Design rx_mem_ctrl_flat, sky130hd; sources not shown.
### The metal 1 layer

The bar under the picture is 20 um long. Supply wires on this layer in gray.
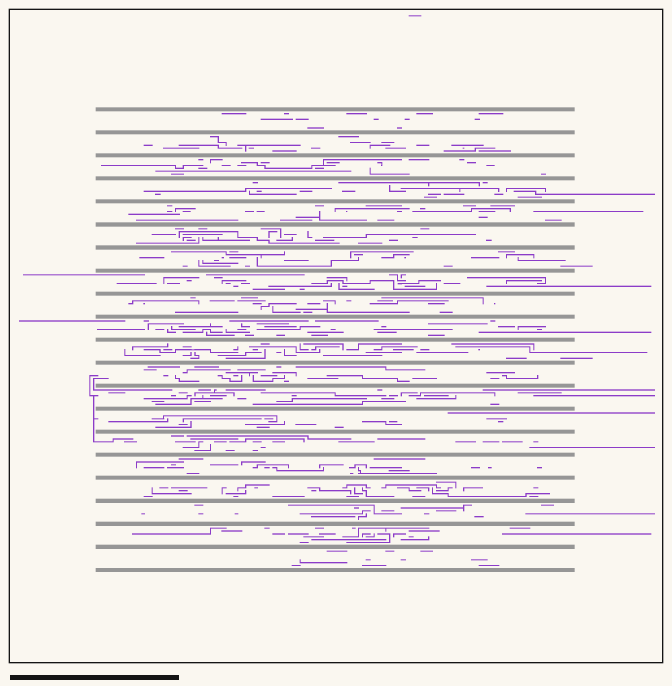
main direction: horizontal
longest straight run: 24.4 um
share of all routed wire: 45%
wire length on this layer: 1700 um
met1 Use GR: 16.00%
routed vias: 1437
routed wire length: 3812 um

### Signal wires on met2

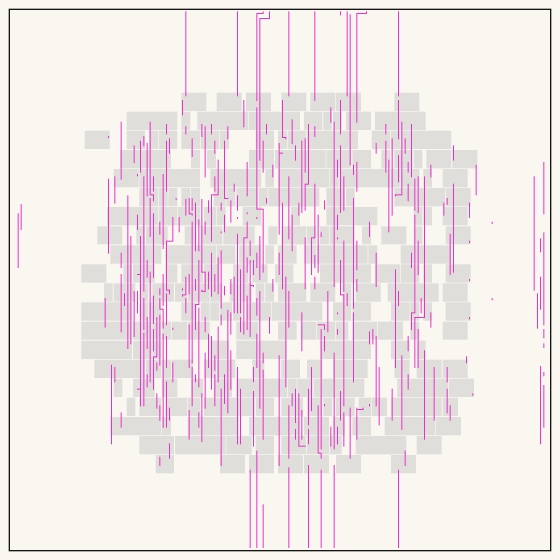
share of all routed wire: 46%
wire length on this layer: 1750 um
longest straight run: 24.1 um
nets with wire on the layer: 203
global routing usage on met2: 19.48%

==> results.sh <==
# physical design summary
export IMPL_mappedNetlistArea_um2=1690
export IMPL_slew_headroom_pct=76.11
export IMPL_top_cell_area_share_pct=46.19
export IMPL_fp_utilization_pct=54.92
export IMPL_syn_to_final_growth_pct=30.64
export IMPL_powerDensity_nw_per_um2=499.7
export IMPL_placed_cells=272
export IMPL_final_antenna_net_count=0
export IMPL_swShare_pct=23.53
export IMPL_avgSynthCellArea_um2=8.713
export IMPL_antenna_found_initial=0
export IMPL_cp_slowest_stage_delay_ps=490
export IMPL_htreeDepth=2
export IMPL_grt_use_total_pct=12.96
export IMPL_critical_path_cell_chain="ha_1 -> nor4b_1 -> a21oi_1 -> buf_4 -> or3_1 -> a21boi_1"
export IMPL_path_buffers=1
export IMPL_power_total_mw=1.104
export IMPL_place_congestion=0.9040
export IMPL_holdWs_ps=264.8
export IMPL_synth_cells=194
export IMPL_fin_util_pct=71.75
export IMPL_lay_top_cells="nand2_1 (44), clkdlybuf4s50_1 (42), dfxtp_1 (39)"
export IMPL_combPwrFrac_pct=11.1
export IMPL_vias_per_cell=5.132
export IMPL_first_pass_iters=4
export IMPL_power_top_group="sequential cells"
export IMPL_run_status="completed"
export IMPL_aoi_share_pct=13.10
export IMPL_fin_cells=280
export IMPL_avgRoutedWirePerCell_um=13.61
export IMPL_layout_cells_most_common="nand2_1"
export IMPL_setup_ws_ps=442.1
export IMPL_grt_ovfl_total=0
export IMPL_cts_sinks=39
export IMPL_startpoint_type="flip-flop"
export IMPL_yosysWarnings=0
export IMPL_warnings=26
export IMPL_vdd_drop_max_mv=0.3677
export IMPL_top_area_cell="dfxtp_1"
export IMPL_maxCapViolations=0
export IMPL_power_frac_seq_pct=57.1
export IMPL_ios=43
export IMPL_fp_coreArea_um2=3078
export IMPL_met3_usage_pct=3.963
export IMPL_ys_top_cells_by_area="dfxtp_1 (46%), nand2_1 (9.8%), xnor2_1 (7.3%)"
[area by class of cell]
cell class / instances / area, um2
sequential: 39 / 780.7
timing repair buffer: 50 / 480.5
multi-input combinational: 138 / 819.5
inverter: 1 / 3.754
tap: 44 / 55.05
clock buffer: 8 / 68.82
fill: 251 / 869.6
[synthesized netlist by cell type (all sizes together)]
master and number:
a21oi 3, nand2 45, xnor2 14, buf 12, or2 1, o21ai 8
nand3 4, nor2b 3, clkbuf 4, o211ai 4, nor4bb 1, xor2 1
o311ai 1, nor4b 2, a21boi 17, nor4 4, nand3b 2, and2 1
or3 1, nand4b 1, nor3 2, inv 1, nor3b 1, nand4 3
nor2 14, mux2i 4, dfxtp 39, ha 1
